==> config.mk <==
export PLATFORM = sky130hd
export DESIGN_NAME = uart_rx
export DESIGN_NICKNAME = d
export VERILOG_FILES = /design/src/rtl/uart_rx.sv
export SDC_FILE = /design/constraint.sdc
export NUM_CORES = 1
export LEC_CHECK = 0
export CAP_MARGIN = 20
export CELL_PAD_IN_SITES_DETAIL_PLACEMENT = 1
export CELL_PAD_IN_SITES_GLOBAL_PLACEMENT = 1
export CORE_ASPECT_RATIO = 0.6
export CORE_UTILIZATION = 25
export DETAILED_ROUTE_END_ITERATION = 8
export PLACE_DENSITY_LB_ADDON = 0.1
export SYNTH_ARGS = -nofsm -noshare
export SYNTH_HDL_FRONTEND = slang
export SYNTH_SLANG_ARGS = --single-unit
==> constraint.sdc <==
create_clock -name clk -period 3.8 [get_ports clk]
set_input_delay 0.76 -clock clk [delete_from_list [all_inputs] [get_ports clk]]
set_output_delay 0.76 -clock clk [all_outputs]
set_load 0.02 [all_outputs]
Fig. 1: run 1, met1 routing
Supply wires on this layer in gray.
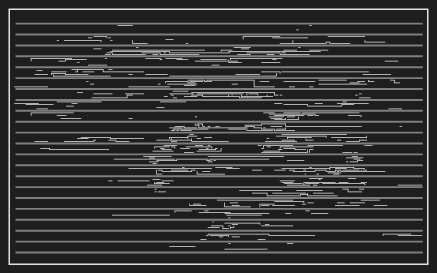
136 nets have wire on it. The wires run mostly horizontal. The layer holds 56% of the routed length. The longest straight run is 26.7 um. The layer carries 1740 um of wire.
DR vias: 1019
Routed WL: 3109 um
met1 GRT Util: 0.1586

Fig. 2: run 1, metal 2
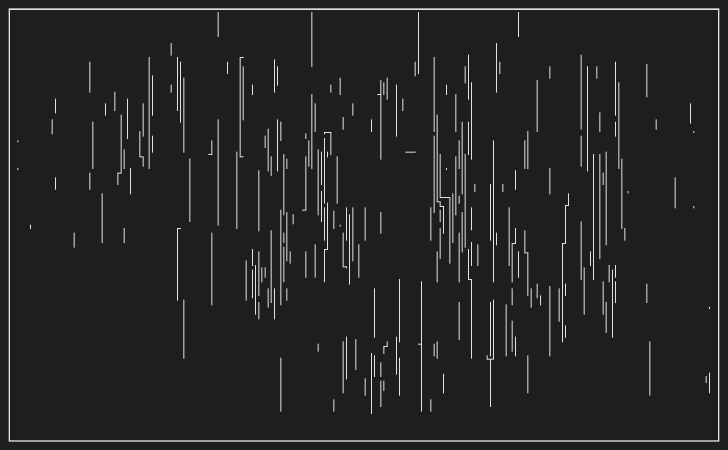
The wires run mostly vertical. The layer holds 40% of the routed length. 132 nets have wire on it. The longest straight run is 20.7 um.
met2 usage: 0.1550

Fig. 3: run 1, M3 wires
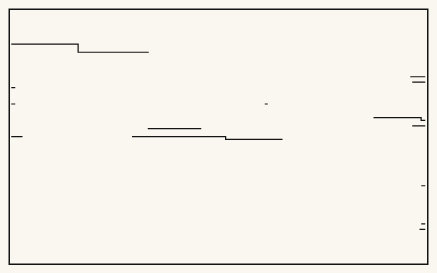
The layer holds 3.8% of the routed length. 12 nets have wire on it. The longest straight run is 23.2 um. The wires run mostly horizontal. The layer carries 117 um of wire.
met3 Resource Use GR: 0.03520

Fig. 4: run 1, routed metal per tile
Bar = 20 um. The die is cut into 21 by 13 equal tiles; dark purple is low, yellow is high, scaled to the fullest tile. Values are wire area over tile area, all layers added.
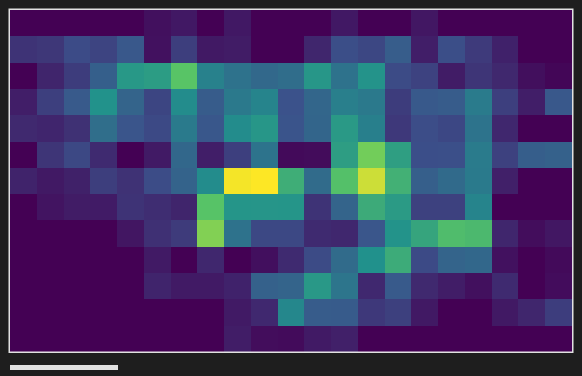
11% of the tiles are over half the peak. The emptiest ninth of the die: south-west. The densest ninth of the die: center. The mean over all tiles is 0.073. The fullest tile reaches 0.37.
GR Util All Layers: 0.1099
routed len/inst: 13.94 um

==> flow_summary.toml, run 1 <==
# implementation run metrics
[final_timing]
finalSetupViolations = 0
fin_skew_ns = 0.009298
period_minus_slack_ns = 2.575
period_used_share = 0.6776

[outcome]
status = "finished clean"

[routing]
drtIter0Drc = 19

[logic_synthesis]
synth_stat.cells = 127
synth_cell_type_count = 34
floorplan.nets = 135
ys_sh_mux = 0.1153
top_area_frac = 0.5124
avgSynthCellArea_um2 = 12.31
ys_ff = 35

[critical_path]
slowest_stage = "dfrtp_1"
worstSetupEndpointType = "output port"
cp.buffers_inverters = 1
slowest_delay_ns = 0.58
cp_num_cells = 2
critPathMaxFanout = 16

[pwr]
internal_power_w = 0.0005901
total_power_w = 0.0008173
p_seq_frac = 0.542

[clock_tree]
root_buffer = "clkbuf_8"
clk_path_buf_depth = 2
post-cts-setup-buffers = 0
cts_buffers = 5

[final_layout]
area_share_nonclk_buffers = 0.07383
mostFrequentLayoutCells = "32 x dfrtp_1, 16 x mux2_2, 13 x nand2_1, 13 x clkdlybuf4s50_1"
diodes = 0
layout_top_cell = "dfrtp_1"
flop_area_um2 = 879.6

[run]
warnings = 27

[floorplan]
fp-utilization = 0.2691
die_w_um = 104.1
core_area_mm2 = 0.005807

[placement]
portBuffers = 13
hpwl_um = 2124
gp_congestion = 0.6823

[global_route]
grt_max_degree = 36
grt_overflow = 0
antenna_found_initial = 0
-- run 1: through the flow --
step           setup slack (ns)    util  hold slack [ns]
2_1_floorplan             1.993       -           0.3452
3_3_place_gp              1.560  0.3060           0.3467
3_5_place_dp              1.538  0.3060           0.3487
4_1_cts                   1.213  0.3211           0.3591
5_1_grt                   1.154  0.3211           0.3598
6_report                  1.225  0.3211           0.3575
-- run 1: routing by layer --
layer | vias to the layer above | global-route usage | part of all wire
met5 | - | 0 | 0
met4 | 0 | 0.03214 | 0.0087
met3 | 4 | 0.03520 | 0.037
met2 | 15 | 0.1550 | 0.40
met1 | 512 | 0.1586 | 0.56
li1 | 488 | - | -
Fig. 5: run 1, clock nets
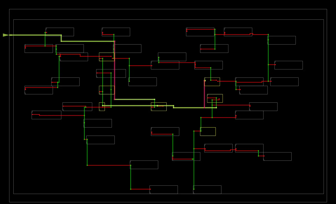

## Run 2: what changed since run 1
clock period = 2.2 ns   (was 3.8 ns; I/O delays follow)
Fig. 6: run 2, clock nets
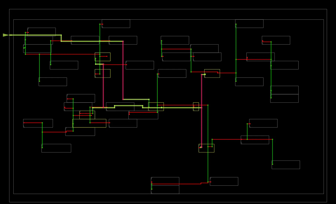
total CTS buffers: 5
number of clock buffers in the layout: 6
flop count: 35
CTS Sinks: 35
Post-Route Skew: 0.01363 ns

==> flow_summary.toml, run 2 <==
# implementation run metrics
[floorplan]
die_w_um = 104.1
fp-utilization = 0.2691
io_pins = 15
core_area_mm2 = 0.005807

[logic_synthesis]
largest_area_cell = "dfrtp_1"
ys_sh_mux = 0.1153
edf_count = 0
adder_share = 0.04003
ys_ff = 35
async_flop_share = 1.000
ys_sh_simple = 0.1689
ys_seq_frac = 0.5629
ys_sh_aoi = 0.07126
common_cells = "32 x dfrtp_1, 16 x mux2_2, 13 x nand2_1"
syn_inst = 127
yosys_warnings = 0
yosysMostFrequentCell = "dfrtp_1"
floorplan.nets = 135
top_area_frac = 0.5124
synth_stat.cells = 127
synth_cell_type_count = 34
avgSynthCellArea_um2 = 12.31

[routing]
wl_per_cell_um = 14.58
wl_met1_um = 1854
dr_wl_met2_um = 1304
viasPerCell = 4.456
dr.pass1.iters = 4
routed_wirelength_um = 3324
drtIter0Drc = 21
wl_met3_um = 108
route.top_layer_used = "met4"

[critical_path]
slowest_delay_ns = 0.41
cp.buffers_inverters = 2
crit_required_ns = 2.37
cp_top_family = "simple AND/OR/NAND/NOR gates"
r2r_cells = 6
cp_num_cells = 6
slowest_stage = "dfrtp_1"
crit_arrival_ns = 2.06
crit_type = "reg -> reg"
critPathMaxFanout = 10
worstSetupEndpointType = "flip-flop"

[final_layout]
drive_gt1_frac = 0.2635
final_cell_area_mm2 = 0.001928
final_util = 0.3320
diodes = 0
final_nets = 155
fillCellCount = 645
layout_top_cell = "dfrtp_1"
mostFrequentLayoutCells = "31 x dfrtp_1, 16 x mux2_2, 13 x nand2_1"

[global_route]
antenna_found_initial = 0
grt_pass1_wl_um = 5968
grtUsageTotal = 0.1194
grt_max_degree = 36
use_met3 = 0.03830
grt.busiest_layer = "met2"
grt_overflow = 0
grt_util_met2 = 0.1717

[clock_tree]
root_buffer = "clkbuf_8"
clk_pin_slew_ns = 0.07
ctsHoldBuffers = 0
post-cts-setup-buffers = 0
cts.repair.resized = 1
clk_path_buf_depth = 2
clkLatencyLatePin_ns = 0.29
htree_levels = 2

[pwr]
p_clk_frac = 0.393
power_density_mw_per_mm2 = 801.9
internal_power_w = 0.001145
swShare = 0.2594
p_seq_frac = 0.489
vdd_ir_drop_max_v = 0.0003652
p_leak_nw = 0.8828

[run]
maxCapViolCount = 0
warnings = 27

[placement]
dp.cells = 220
pre_cts_ws_ns = 0.2896
portBuffers = 13
gp_congestion = 0.6884
hpwl_um = 2366

[min_path]
whs_path_depth = 0
hold_path.class = "reg -> reg"

[final_timing]
period_minus_slack_ns = 1.884
setup_tns_ns = 0
period_used_share = 0.8562
rsz0062_at_grt = "false"
setup_slack_ns = 0.3163
fmax_mhz = 530.9
finalSetupViolations = 0

[outcome]
status = "finished clean"
Fig. 7: run 2, met1 routing
Supply wires on this layer in gray.
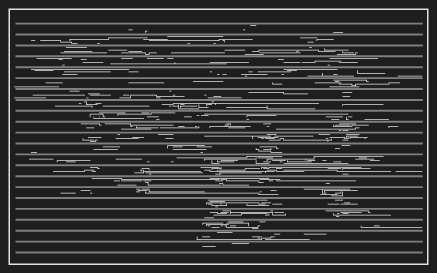
The wires run mostly horizontal. The layer carries 1860 um of wire. The layer holds 56% of the routed length. 141 nets have wire on it.
met1 GRT Util: 0.1650
DR vias: 1016

## run 2: cell count changes in the layout (fill, tap and decap cells not counted), sizes merged
cell	change
dlymetal6s2s	+1
bufinv	+1
buf	+4
clkdlybuf4s50	-1
## run 2: cell type report
type                            count  area (um2)  share of cell area
Clock buffer                        6       82.58             0.04283
Tap cell                           80       100.1             0.05191
Multi-Input combinational cell     84       648.1              0.3361
Clock inverter                      2       35.03             0.01817
Inverter                            3       11.26            0.005840
Sequential cell                    35       880.8              0.4568
Timing Repair Buffer               18       170.2             0.08825
## run 2: through the flow
step / hold slack (ns) / power, W
floorplan: 0.1444 / 0.0008864
global placement: 0.3481 / 0.0009543
detailed placement: 0.3513 / 0.0009593
CTS: 0.3610 / 0.001576
global route: 0.3674 / 0.001638
finish: 0.3611 / 0.001546
Power is estimated from default activity; no workload was simulated.
